--- src/rtl/muldiv_pkg.sv ---
// Shared definitions for the iterative multiply/divide unit.
// Provides the operation encoding seen on the op port, the control FSM
// state encoding, and the default operand width.
package muldiv_pkg;

    localparam int MD_WIDTH = 32;

    typedef enum logic [1:0] {
        OP_MULTU = 2'b00,
        OP_DIVU  = 2'b01,
        OP_MTHI  = 2'b10,
        OP_MTLO  = 2'b11
    } op_e;

    typedef enum logic [1:0] {
        ST_IDLE = 2'b00,
        ST_RUN  = 2'b01,
        ST_DONE = 2'b10
    } state_e;

endpackage : muldiv_pkg

--- src/rtl/muldiv_step.sv ---
// One combinational iteration of the shift-add multiplier / restoring divider.
//
// Ports:
//   acc_i   [2*WIDTH-1:0]  current accumulator
//                          multiply: {partial product, remaining multiplier}
//                          divide:   {partial remainder, dividend/quotient}
//   opnd_i  [WIDTH-1:0]    multiplicand (multiply) or divisor (divide)
//   div_i                  1 = divide step, 0 = multiply step
//   acc_o   [2*WIDTH-1:0]  accumulator after this iteration
module muldiv_step
    import muldiv_pkg::*;
#(
    parameter int WIDTH = MD_WIDTH
) (
    input  logic [2*WIDTH-1:0] acc_i,
    input  logic [WIDTH-1:0]   opnd_i,
    input  logic               div_i,
    output logic [2*WIDTH-1:0] acc_o
);

    logic [WIDTH:0]     sum;
    logic [WIDTH:0]     upper_sel;
    logic [2*WIDTH-1:0] mul_next;
    logic [WIDTH:0]     rem_sh;
    logic [WIDTH-1:0]   diff;
    logic               q_bit;
    logic [WIDTH-1:0]   rem_next;
    logic [2*WIDTH-1:0] div_next;

    always_comb begin
        // Multiply: conditional add into the upper half keeps its carry in a
        // 33rd bit, which the right shift then brings back into range.
        sum       = {1'b0, acc_i[2*WIDTH-1:WIDTH]} + {1'b0, opnd_i};
        upper_sel = acc_i[0] ? sum : {1'b0, acc_i[2*WIDTH-1:WIDTH]};
        mul_next  = {upper_sel, acc_i[WIDTH-1:1]};

        // Divide: shift the next dividend bit into the remainder, then keep the
        // difference only if the divisor fits. The remainder is always below
        // the divisor, so a WIDTH-bit difference never loses information.
        rem_sh   = acc_i[2*WIDTH-1:WIDTH-1];
        q_bit    = (rem_sh >= {1'b0, opnd_i});
        diff     = rem_sh[WIDTH-1:0] - opnd_i;
        rem_next = q_bit ? diff : rem_sh[WIDTH-1:0];
        div_next = {rem_next, acc_i[WIDTH-2:0], q_bit};

        acc_o = div_i ? div_next : mul_next;
    end

endmodule : muldiv_step

--- src/rtl/muldiv_unit.sv ---
// Iterative unsigned multiply/divide unit with HI/LO result registers.
// MULTU/DIVU take 32 iterations (busy), then pulse done for one cycle while
// HI/LO hold the result; MTHI/MTLO write HI/LO in a single cycle.
//
// Ports:
//   clk       clock, rising edge
//   rst_n     asynchronous active-low reset
//   start     request, honoured only in IDLE/DONE and without flush
//   op        00 MULTU, 01 DIVU, 10 MTHI, 11 MTLO
//   flush     abort in-flight work; HI/LO/div_zero untouched
//   dataA     multiplicand / dividend / MTHI-MTLO source
//   dataB     multiplier / divisor
//   busy      iteration in progress
//   done      one-cycle pulse after MULTU/DIVU commit
//   div_zero  sticky: last completed DIVU had a zero divisor
//   hi, lo    HI/LO registers
module muldiv_unit
    import muldiv_pkg::*;
#(
    parameter int WIDTH = MD_WIDTH,
    parameter int CNT_W = 5
) (
    input  logic             clk,
    input  logic             rst_n,
    input  logic             start,
    input  logic [1:0]       op,
    input  logic             flush,
    input  logic [WIDTH-1:0] dataA,
    input  logic [WIDTH-1:0] dataB,
    output logic             busy,
    output logic             done,
    output logic             div_zero,
    output logic [WIDTH-1:0] hi,
    output logic [WIDTH-1:0] lo
);

    if ((1 << CNT_W) != WIDTH) begin : g_cnt_check
        $error("muldiv_unit: 2**CNT_W must equal WIDTH");
    end

    localparam logic [CNT_W-1:0] CNT_LAST = CNT_W'(WIDTH - 1);

    state_e             state_q, state_d;
    logic [CNT_W-1:0]   cnt_q, cnt_d;
    logic [2*WIDTH-1:0] acc_q, acc_d;
    logic [WIDTH-1:0]   opnd_q, opnd_d;
    logic               div_q, div_d;
    logic [WIDTH-1:0]   hi_q, hi_d;
    logic [WIDTH-1:0]   lo_q, lo_d;
    logic               dz_q, dz_d;
    logic [2*WIDTH-1:0] acc_step;

    muldiv_step #(.WIDTH(WIDTH)) u_step (
        .acc_i  (acc_q),
        .opnd_i (opnd_q),
        .div_i  (div_q),
        .acc_o  (acc_step)
    );

    always_ff @(posedge clk or negedge rst_n) begin
        if (!rst_n) begin
            state_q <= ST_IDLE;
            cnt_q   <= '0;
            acc_q   <= '0;
            opnd_q  <= '0;
            div_q   <= 1'b0;
            hi_q    <= '0;
            lo_q    <= '0;
            dz_q    <= 1'b0;
        end else begin
            state_q <= state_d;
            cnt_q   <= cnt_d;
            acc_q   <= acc_d;
            opnd_q  <= opnd_d;
            div_q   <= div_d;
            hi_q    <= hi_d;
            lo_q    <= lo_d;
            dz_q    <= dz_d;
        end
    end

    always_comb begin
        state_d = state_q;
        cnt_d   = cnt_q;
        acc_d   = acc_q;
        opnd_d  = opnd_q;
        div_d   = div_q;
        hi_d    = hi_q;
        lo_d    = lo_q;
        dz_d    = dz_q;

        if (flush) begin
            // Flush beats everything, including a same-cycle start.
            state_d = ST_IDLE;
            cnt_d   = '0;
        end else begin
            case (state_q)
                ST_RUN: begin
                    acc_d = acc_step;
                    cnt_d = cnt_q + 1'b1;
                    if (cnt_q == CNT_LAST) begin
                        hi_d    = acc_step[2*WIDTH-1:WIDTH];
                        lo_d    = acc_step[WIDTH-1:0];
                        state_d = ST_DONE;
                        cnt_d   = '0;
                        if (div_q) begin
                            dz_d = (opnd_q == '0);
                        end
                    end
                end
                default: begin
                    // IDLE and DONE both accept a new request, so operations
                    // can follow each other without a bubble.
                    state_d = ST_IDLE;
                    if (start) begin
                        case (op)
                            OP_MULTU: begin
                                opnd_d  = dataA;
                                acc_d   = {{WIDTH{1'b0}}, dataB};
                                div_d   = 1'b0;
                                cnt_d   = '0;
                                state_d = ST_RUN;
                            end
                            OP_DIVU: begin
                                opnd_d  = dataB;
                                acc_d   = {{WIDTH{1'b0}}, dataA};
                                div_d   = 1'b1;
                                cnt_d   = '0;
                                state_d = ST_RUN;
                            end
                            OP_MTHI: hi_d = dataA;
                            default: lo_d = dataA;
                        endcase
                    end
                end
            endcase
        end
    end

    assign busy     = (state_q == ST_RUN);
    assign done     = (state_q == ST_DONE);
    assign div_zero = dz_q;
    assign hi       = hi_q;
    assign lo       = lo_q;

endmodule : muldiv_unit

--- config.mk ---
export PLATFORM = sky130hd
export DESIGN_NAME = muldiv_unit
export DESIGN_NICKNAME = d
export VERILOG_FILES = /design/src/rtl/muldiv_pkg.sv /design/src/rtl/muldiv_step.sv /design/src/rtl/muldiv_unit.sv
export SDC_FILE = /design/constraint.sdc
export NUM_CORES = 1
export LEC_CHECK = 0
export CORE_ASPECT_RATIO = 0.75
export CORE_MARGIN = 2
export CORE_UTILIZATION = 59
export CTS_CLUSTER_SIZE = 24
export DETAILED_ROUTE_END_ITERATION = 12
export DONT_BUFFER_PORTS = 1
export PLACE_DENSITY = 0.85
export REMOVE_ABC_BUFFERS = 1
export SYNTH_ARGS = -nofsm -noshare
export SYNTH_HDL_FRONTEND = slang
export SYNTH_SLANG_ARGS = --single-unit
--- constraint.sdc ---
create_clock -name clk -period 3 [get_ports clk]
set_input_delay 0.6 -clock clk [delete_from_list [all_inputs] [get_ports clk]]
set_output_delay 0.6 -clock clk [all_outputs]
set_load 0.01 [all_outputs]
Figure 1. Drive-strength map (run 1).
Drawn at 1.5 px/um.
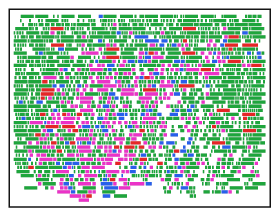
[drive 2] blue | cells: 113 | share: 6.5%
[drive 1 or less] green | cells: 1292 | share: 74%
[drive 6 and up] red | cells: 50 | share: 2.9%
[drive 3 to 4] magenta | cells: 295 | share: 17%

Figure 2. Power grid (run 1).
Drawn at 3 px/um. Pins as bars on the die edge.
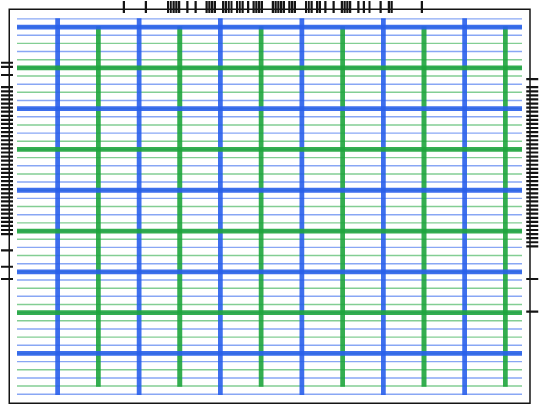
[VDD] green
[VSS] blue
met1 rails: 47
met4 straps: 12

Figure 3. Wire density map (run 1).
Drawn at 2 px/um. 35 x 26 tiles, from dark purple (low) to yellow (high), scaled to the fullest tile. Values are wire area over tile area, all layers added.
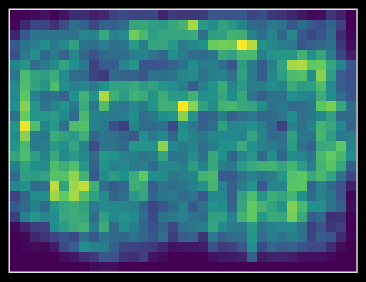
fullest tile: 0.93
mean over tiles: 0.37
nearly empty tiles: 6.5%
tiles over half the peak: 30%

Figure 4. Placed standard cells (run 1).
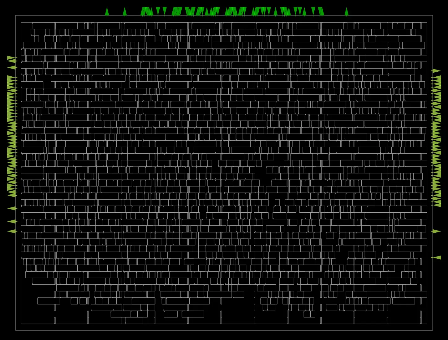
Tap Cells: 288
fraction of the core area covered by cells at the end of the flow: 77.14%
Fillers: 1437
sequential fraction of total cell area: 26.07%
row cnt: 46

==> README.md, run 1 <==
| Parameter | Value | Unit |
|:---|:---|:---|
| Average via count per standard cell | 6.902 | - |
| First-pass iteration count of the detailed router | 9 | - |
| Total power per unit cell area | 981.0 | nW/um^2 |
| Total number of warnings across the stage logs | 31 | - |
| Number of design rule violations left after detail routing | 0 | - |
| Routed len/inst | 23.93 | um |
| Buffers on Ports | 0 | - |
| Failing checks | negative hold slack, negative setup slack | - |
| Sequential share of the synthesized area | 33.44 | % |
| Die area | 22640 | sq um |
| Sequential cell area in the final layout | 4237 | sq um |
| Post-route cell area | 16250 | sq um |
| Achievable Freq | 314.0 | MHz |
| Clock period minus worst slack | 3.185 | ns |
| Min Hold Slack | -0.1591 | ns |
| RSZ-0062 raised after global routing | yes | - |
| Net count of the finished layout | 1875 | - |
| Area share of the largest cell type after synthesis | 33.44 | % |
| P&R area growth vs syn | 28.48 | % |
| First-pass GRT wire length | 72370 | um |
| Initial antenna violation count | 0 | - |
| Number of buffers added by the clock tree synthesis step | 17 | - |
| Switching share of power | 45.38 | % |
| Effective utilization at floorplan | 60.04 | % |
| Synth area leader | sky130_fd_sc_hd__dfrtp_1 | - |
| Power in the clock group | 2.30 | mW |
| Via Count | 14067 | - |
| Die height | 130.8 | um |
| Number of flip-flops and latches | 169 | - |
| Crit path DRT | 3.39 | ns |
| Cell area reported after detailed placement | 14310 | sq um |
| Number of warning messages in the yosys log | 0 | - |
| Cell with the biggest individual delay on the critical path | sky130_fd_sc_hd__or4_4 | - |
| Largest fanout on the critical path | 10 | - |
| Biggest power consumer among the groups | combinational logic | - |
| Count of maximum capacitance violations | 0 | - |
| Max clock buf depth | 2 | - |
| Crit path DAT | 3.58 | ns |
| Post-route clock skew | 0.01929 | ns |
| Class of the most critical hold timing path | in2async | - |
| Worst path top cell family by delay | simple AND/OR/NAND/NOR gates | - |
| Critical Setup Path Class | reg2reg | - |
| Net switching power | 7.234 | mW |
| CP Buf/Inv Count | 2 | - |
| Area inside the core boundary | 21070 | sq um |
| Number of flops mapped to enable cells by yosys | 0 | - |
| Largest stage delay on the critical path | 0.53 | ns |
| Non-clock buffer instance count of the final layout | 259 | - |
| Clock network latency to the later pin of the worst-skew pair | 0.45 | ns |
| Sequential power | 3.58 | mW |
| Synthesized area | 12650 | sq um |
| Total routing resource utilization after global routing | 40.66 | % |
| Biggest cell category by area in the final layout | multi-input combinational cells | - |
| DRC violation total after the first TritonRoute iteration | 1586 | - |
| Design internal power | 8.708 | mW |
| Post-route worst setup slack | -0.1850 | ns |
| Fraction of area in clock buffers and inverters | 3.634 | % |
| Clk root buf | sky130_fd_sc_hd__clkbuf_16 | - |
| Multi-input combinational cell count | 1238 | - |
| Leftover overflow at the end of global routing | 0 | - |
| Type of element capturing the critical path | flip-flop | - |
| TritonCTS sink count | 169 | - |
| Routed wire length | 48760 | um |
| Total leakage power | 7.754 | nW |
| Combinational group share of total power | 63.1 | % |
| Type of element launching the critical path | flip-flop | - |
| Total inserted antenna cells | 0 | - |
| Clock slew seen by the registers of the worst setup and hold paths | 0.07 | ns |
| Yosys stat area | 12650 | sq um |
| Finished Layout Cells | 2038 | - |
| Post-route ant nets | 0 | - |
| Synth cell types | 74 | - |
| Setup TNS after final layout | -4.014 | ns |
| Register share of total power | 22.4 | % |
| Area taken by multi-input logic gates | 8786 | sq um |
| Fraction of registers with async set/reset | 100.0 | % |
| Slew Limit Headroom | 39.37 | % |
| Final Hold Viols | 169 | - |
| Non-clk buf share | 12.81 | % |
| Final weighted congestion in routability-driven placement | 1.025 | - |
| Mapped Cells | 1558 | - |
| Number of global-route vias before repair | 13028 | - |
| Estimated wirelength of the detail-placed design | 33440 | um |
| Pin count of the biggest net entering global routing | 170 | - |
| Number of max-slew violations in the final report | 0 | - |
| Fraction of final layout cells sized beyond drive strength 1 | 26.17 | % |
| Combinational gate power | 10.1 | mW |
| Share of the clock period used by the worst path | 106.2 | % |
| Chain of cells forming the critical path | buf_6 > ha_4 > nand4_1 > or4_4 > o31a_1 > nand3b_1 > o21a_4 > buf_12 > mux2i_4 > mux2_4 > a211o_1 > nand2_1 | - |
| Top post-synthesis cells by area | sky130_fd_sc_hd__dfrtp_1, sky130_fd_sc_hd__nand2_1, sky130_fd_sc_hd__ha_1, sky130_fd_sc_hd__o21ai_0, sky130_fd_sc_hd__mux2i_1 | - |
| Flops & latches, synth | 169 | - |
| Placed Cells | 1964 | - |
| Total number of H-tree levels | 4 | - |
| Setup-failing EPs final | 49 | - |
| Dominant Register Cell | sky130_fd_sc_hd__dfrtp_1 | - |
| Non-clock inverter count | 52 | - |
| Proportion of power drawn by the clock network | 14.4 | % |
| Yosys stat cell total | 1558 | - |
| Multi-input logic portion of the cell area | 54.07 | % |
| Transition time at the pin with the least slew margin | 0.9072 | ns |
| Mean Syn Cell Area | 8.118 | sq um |
| Clock tree from TritonCTS | yes | - |
| Dominant logic cell type in the layout | sky130_fd_sc_hd__nand2_1 | - |
| Status | complete, but fails checks | - |
| IO Pins | 137 | - |
| Die extent in x | 173.1 | um |
| IR drop worst, VDD | 626.7 | uV |
| Top Layout Cells | sky130_fd_sc_hd__nand2_1, sky130_fd_sc_hd__buf_4, sky130_fd_sc_hd__dfrtp_1 | - |
| Clock buffers | 18 | - |
## run 1: cells by family after synthesis
| family | after synthesis | synth area share [%] |
|---|---|---|
| flops | 169 | 33.44 |
| buf+inv | 151 | 4.610 |
| xor+xnor | 45 | 3.116 |
| compound gates | 520 | 26.84 |
| simple gates | 528 | 19.01 |
| mux | 77 | 6.143 |
| fa+ha+maj | 68 | 6.845 |
## run 1: sequential cells by signal, indices dropped and copies added (netlist names)
register / flops
acc_q: 64
hi: 32
lo: 32
opnd_q: 32
cnt_q: 5
state_q: 2
div_q: 1
div_zero: 1
## run 1: cell usage after synthesis (19+ instances only)
cell type,number
sky130_fd_sc_hd__xor2_1,19
sky130_fd_sc_hd__ha_1,66
sky130_fd_sc_hd__and3_1,25
sky130_fd_sc_hd__mux2i_1,72
sky130_fd_sc_hd__nand3_1,50
sky130_fd_sc_hd__xnor2_1,26
sky130_fd_sc_hd__a211oi_1,26
sky130_fd_sc_hd__a21oi_1,125
sky130_fd_sc_hd__a22o_1,19
sky130_fd_sc_hd__nand2_1,272
sky130_fd_sc_hd__inv_1,50
sky130_fd_sc_hd__nor2_1,64
sky130_fd_sc_hd__dfrtp_1,169
sky130_fd_sc_hd__and2_1,30
sky130_fd_sc_hd__o21ai_0,147
sky130_fd_sc_hd__a21o_1,37
sky130_fd_sc_hd__clkbuf_1,79
sky130_fd_sc_hd__a41o_1,27
## run 1: worst paths after layout
check / startpoint / to / slack [ns] / cells after the start
setup / recovery: acc_q[39]$_DFFE_PN0P_ / hi[2]$_DFFE_PN0P_ / -0.18 / 12
hold / removal: rst_n / acc_q[61]$_DFFE_PN0P_ / -0.16 / 0
setup reg to reg: acc_q[39]$_DFFE_PN0P_ / hi[2]$_DFFE_PN0P_ / -0.18 / 12
hold reg to reg: acc_q[10]$_DFFE_PN0P_ / acc_q[10]$_DFFE_PN0P_ / 0.51 / 1
max in group asynchronous: rst_n / opnd_q[0]$_DFFE_PN0P_ / 2.76 / 0
min in group clk: op[0] / div_q$_DFFE_PN0P_ / 0.32 / 1
## run 1: timing repair
item,4_1_cts,5_1_grt
endpoints found under the setup margin,63,66
setup buffers,33,11
hold endpoints to repair,169,169
gates resized,72,154
pin swaps,28,67
## run 1: through the flow
step | hold WS (ns) | worst slack, ns | total power, mW | utilization (%)
after detailed placement | 0.3095 | -0.2760 | 11.38 | 67.94
final | -0.1591 | -0.1850 | 15.94 | 77.14
after CTS | -0.1628 | -0.04845 | 14.44 | 73.94
after global placement | 0.3076 | -0.1831 | 11.21 | 67.94
after floorplan | 0.3044 | -1.387 | 8.132 | -
after global routing | -0.1716 | -0.2459 | 16.67 | 77.14
## run 1: layer usage
| layer | global-route usage, % | part of all wire (%) | up-vias | wire [um] |
|---|---|---|---|---|
| met5 | 0 | 0 | - | 0 |
| met4 | 18.15 | 4.8 | 0 | 2321 |
| met3 | 8.681 | 11 | 236 | 5247 |
| met2 | 66.59 | 46 | 1057 | 22400 |
| met1 | 52.63 | 39 | 6730 | 18800 |
| li1 | - | - | 6044 | - |
==> run 1 -> run 2 <==
--- a/config.mk
+++ b/config.mk
@@ -5,6 +5,7 @@
 export SDC_FILE = /design/constraint.sdc
 export NUM_CORES = 1
 export LEC_CHECK = 0
+export CAP_MARGIN = 30
 export CORE_ASPECT_RATIO = 0.75
 export CORE_MARGIN = 2
 export CORE_UTILIZATION = 59
Figure 5. Drive-strength map (run 2).
Drawn at 1.5 px/um.
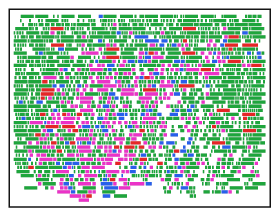
[drive 3 to 4] magenta | cells: 295 | share: 17%
[drive 1 or less] green | cells: 1292 | share: 74%
[drive 6 and up] red | cells: 50 | share: 2.9%
[drive 2] blue | cells: 113 | share: 6.5%

==> run 2 against run 1 <==
Against the previous run: the run still ends with negative hold slack, negative setup slack left; setup slack unchanged; hold slack unchanged; synthesized cell count is the same; register-to-register slack hardly changed; final area unchanged; sequential share of layout area stayed put; combinational power about the same; core utilization stayed put; cell count unchanged; area after synthesis unchanged; clock-buffer cell count stayed put; largest cell class unchanged; largest power group unchanged.
==> README.md, run 2 <==
| Parameter | Value | Unit | Delta |
|:---|:---|:---|:---|
| Dominant Register Cell | sky130_fd_sc_hd__dfrtp_1 | - |  |
| Routed wire length | 48760 | um | unchanged |
| Min Hold Slack | -0.1591 | ns | unchanged |
| Max reg flops | 64 | - | unchanged |
| Top post-synthesis cells by area | sky130_fd_sc_hd__dfrtp_1, sky130_fd_sc_hd__nand2_1, sky130_fd_sc_hd__ha_1, sky130_fd_sc_hd__o21ai_0, sky130_fd_sc_hd__mux2i_1 | - |  |
| DRC violation total after the first TritonRoute iteration | 1586 | - | unchanged |
| Grt met1 use | 52.63 | % | unchanged |
| Clock tree from TritonCTS | yes | - |  |
| Total number of warnings across the stage logs | 31 | - | unchanged |
| Routed len/inst | 23.93 | um | unchanged |
| Post-route ant nets | 0 | - | unchanged |
| Top-count cell post-synth | sky130_fd_sc_hd__nand2_1 | - |  |
| Total power consumption of the routed design | 15.94 | mW | unchanged |
| Synth cell types | 74 | - | unchanged |
| Max clock buf depth | 2 | - | unchanged |
| Clk root buf | sky130_fd_sc_hd__clkbuf_16 | - |  |
| Total power per unit cell area | 981.0 | nW/um^2 | unchanged |
| Total routing resource utilization after global routing | 40.66 | % | unchanged |
| Initial antenna violation count | 0 | - | unchanged |
| Clock period minus worst slack | 3.185 | ns | unchanged |
| Top Layout Cells | sky130_fd_sc_hd__nand2_1, sky130_fd_sc_hd__buf_4, sky130_fd_sc_hd__dfrtp_1 | - |  |
| Status | complete, but fails checks | - |  |
| Type of element capturing the critical path | flip-flop | - |  |
| Post-route clock skew | 0.01929 | ns | unchanged |
| P&R area growth vs syn | 28.48 | % | unchanged |
| Number of max-slew violations in the final report | 0 | - | unchanged |
| Clock slew seen by the registers of the worst setup and hold paths | 0.07 | ns | about the same |
| Share of the clock period used by the worst path | 106.2 | % | unchanged |
| Mapped Cells | 1558 | - | unchanged |
| Top cells by count | sky130_fd_sc_hd__nand2_1, sky130_fd_sc_hd__dfrtp_1, sky130_fd_sc_hd__o21ai_0 | - |  |
| Met3 track demand over resource in global routing | 8.681 | % | unchanged |
| Row cnt | 46 | - | unchanged |
| Placed Cells | 1964 | - | unchanged |
| Synth mux share | 6.143 | % | unchanged |
| Effective utilization at floorplan | 60.04 | % | unchanged |
| First-pass iteration count of the detailed router | 9 | - | unchanged |
| CP Buf/Inv Count | 2 | - | unchanged |
| Finished Layout Cells | 2038 | - | unchanged |
| Number of buffers added by the clock tree synthesis step | 17 | - | unchanged |
| Slew Limit Headroom | 39.37 | % | unchanged |
| Fraction of final layout cells sized beyond drive strength 1 | 26.17 | % | unchanged |
| Largest fanout on the critical path | 10 | - | unchanged |
| Synth area leader | sky130_fd_sc_hd__dfrtp_1 | - |  |
| Via Count | 14067 | - | unchanged |
| Fraction of registers with async set/reset | 100.0 | % | unchanged |
| Clock network latency to the later pin of the worst-skew pair | 0.45 | ns | about the same |
| Synthesized area | 12650 | sq um | unchanged |
| AO/OA Area Share | 26.84 | % | unchanged |
| Dominant logic cell type in the layout | sky130_fd_sc_hd__nand2_1 | - |  |
| Leftover overflow at the end of global routing | 0 | - | unchanged |
| Die extent in x | 173.1 | um | unchanged |
| Flops & latches, synth | 169 | - | unchanged |
| Average via count per standard cell | 6.902 | - | unchanged |
| Transition time at the pin with the least slew margin | 0.9072 | ns | unchanged |
| Area share of the largest cell type after synthesis | 33.44 | % | unchanged |
| Die height | 130.8 | um | unchanged |
| Area inside the core boundary | 21070 | sq um | unchanged |
| Count of maximum capacitance violations | 0 | - | unchanged |
| Cell with the biggest individual delay on the critical path | sky130_fd_sc_hd__or4_4 | - |  |
| Worst setup path startpoint | acc_q[39]$_DFFE_PN0P_ | - |  |
| Post-route worst setup slack | -0.1850 | ns | unchanged |
| Largest stage delay on the critical path | 0.53 | ns | about the same |
| Final Hold Viols | 169 | - | unchanged |
| Chain of cells forming the critical path | buf_6 > ha_4 > nand4_1 > or4_4 > o31a_1 > nand3b_1 > o21a_4 > buf_12 > mux2i_4 > mux2_4 > a211o_1 > nand2_1 | - |  |
| IO Pins | 137 | - | unchanged |
| TritonCTS sink count | 169 | - | unchanged |
| Pin count of the biggest net entering global routing | 170 | - | unchanged |
| Layer carrying the most global-route usage | met2 | - |  |
| Yosys stat area | 12650 | sq um | unchanged |
| Final weighted congestion in routability-driven placement | 1.025 | - | unchanged |
| Worst path top cell family by delay | simple AND/OR/NAND/NOR gates | - |  |
| Adder-cell share of the synthesized area | 6.845 | % | unchanged |
| Setup-failing EPs final | 49 | - | unchanged |
| Failing checks | negative hold slack, negative setup slack | - |  |
| Buffers on Ports | 0 | - | unchanged |
| Critical Setup Path Class | reg2reg | - |  |
| Routing usage on met2 | 66.59 | % | unchanged |
| Total number of H-tree levels | 4 | - | unchanged |
| Type of element launching the critical path | flip-flop | - |  |
| Achievable Freq | 314.0 | MHz | unchanged |
| Crit path DRT | 3.39 | ns | about the same |
| Worst-case setup slack after placement | -0.2760 | ns | unchanged |
| Post-synthesis share of cell area spent on and, or, nand and nor gates | 19.01 | % | unchanged |
| Crit path DAT | 3.58 | ns | about the same |
| Sequential share of the synthesized area | 33.44 | % | unchanged |
| Number of flops mapped to enable cells by yosys | 0 | - | unchanged |
| IR drop worst, VDD | 626.7 | uV | unchanged |
| Mean Syn Cell Area | 8.118 | sq um | unchanged |
| Total leakage power | 7.754 | nW | unchanged |
| Estimated wirelength of the detail-placed design | 33440 | um | unchanged |
| Register with the highest flop count | acc_q | - |  |
| Yosys stat cell total | 1558 | - | unchanged |
| Setup TNS after final layout | -4.014 | ns | unchanged |
| Number of design rule violations left after detail routing | 0 | - | unchanged |
| Die area | 22640 | sq um | unchanged |
| Total inserted antenna cells | 0 | - | unchanged |
| XOR/XNOR Fraction of Synth Area | 3.116 | % | unchanged |
| RSZ-0062 raised after global routing | yes | - |  |
| Class of the most critical hold timing path | in2async | - |  |
| Net count of the finished layout | 1875 | - | unchanged |
| Number of global-route vias before repair | 13028 | - | unchanged |
| Top comb family, area | AND-OR/OR-AND gates | - |  |
| First-pass GRT wire length | 72370 | um | unchanged |
| Launch point of the worst reg-to-reg path | acc_q[39]$_DFFE_PN0P_ | - |  |
| Number of warning messages in the yosys log | 0 | - | unchanged |
Figure 6. Zoomed window (run 2).
Region (62, 67) to (112, 117) um. Cells in grey, sequential cells in the stronger grey; small squares are vias.
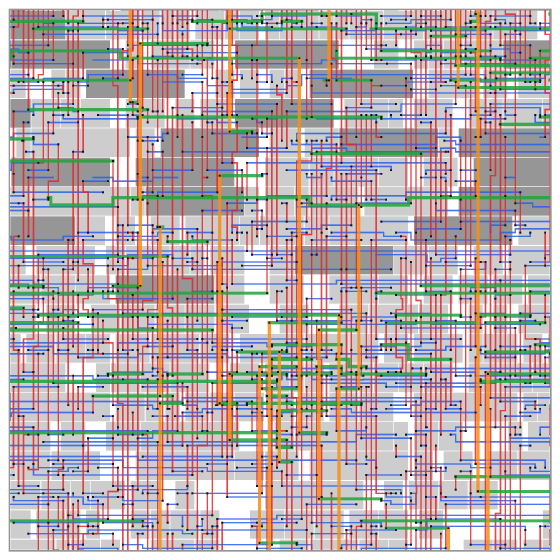
[met4] orange
[met1] blue
[met3] green
[met2] red
sequential cells in the window: 18
netlist names of flops here include: acc_q (7), hi (6), opnd_q (5)
cells with their middle in the window: 225
most frequent: buf_4 (45), nand2_1 (22), dfrtp_1 (16)

-- run 2: cell counts after synthesis --
No cell type changed its count.
-- run 2: metrics by stage --
stage / cell area, sq um / util (%)
2_1_floorplan: 12260 / -
3_3_place_gp: 14310 / 67.94
3_5_place_dp: 14310 / 67.94
4_1_cts: 15570 / 73.94
5_1_grt: 16250 / 77.14
6_report: 16250 / 77.14
-- run 2: layout make-up --
type	instances	area [sq um]
clock buffers	18	429.2
clock inverters	14	161.4
fillers	1437	4815
inverters	52	195.2
multi-input cells	1238	8786
flip-flops and latches	169	4237
well taps	288	360.3
repair buffers	259	2082
-- run 2: what timing repair did --
action	CTS	global route
setup endpoints to repair	63	66
pin swaps	28	67
gates resized	72	154
endpoints found under the hold margin	169	169
setup buffers	33	11
-- run 2: path summary, 6_finish.rpt --
path | to | slack (ns) | cells past startpoint
max | hi[2]$_DFFE_PN0P_ | -0.18 | 12
min | acc_q[61]$_DFFE_PN0P_ | -0.16 | 0
max reg2reg | hi[2]$_DFFE_PN0P_ | -0.18 | 12
min reg2reg | acc_q[10]$_DFFE_PN0P_ | 0.51 | 1
max in group asynchronous | opnd_q[0]$_DFFE_PN0P_ | 2.76 | 0
min in group clk | div_q$_DFFE_PN0P_ | 0.32 | 1
-- run 2: cell families after synthesis --
family          Yosys count
buf+inv                 151
flops                   169
fa+ha+maj                68
simple gates            528
xor+xnor                 45
compound gates          520
mux                      77
-- run 2: layer usage --
layer | wire length, um | vias to the layer above
li1 | - | 6044
met1 | 18800 | 6730
met2 | 22400 | 1057
met3 | 5247 | 236
met4 | 2321 | 0
met5 | 0 | -
-- run 2: report_power, final --
group | leakage [nW] | switching [mW] | internal (mW)
clock network | 0.285 | 1.05 | 1.25
registers | 2.13 | 0.736 | 2.84
logic | 5.34 | 5.45 | 4.62
Power and IR drop assume default switching activity.
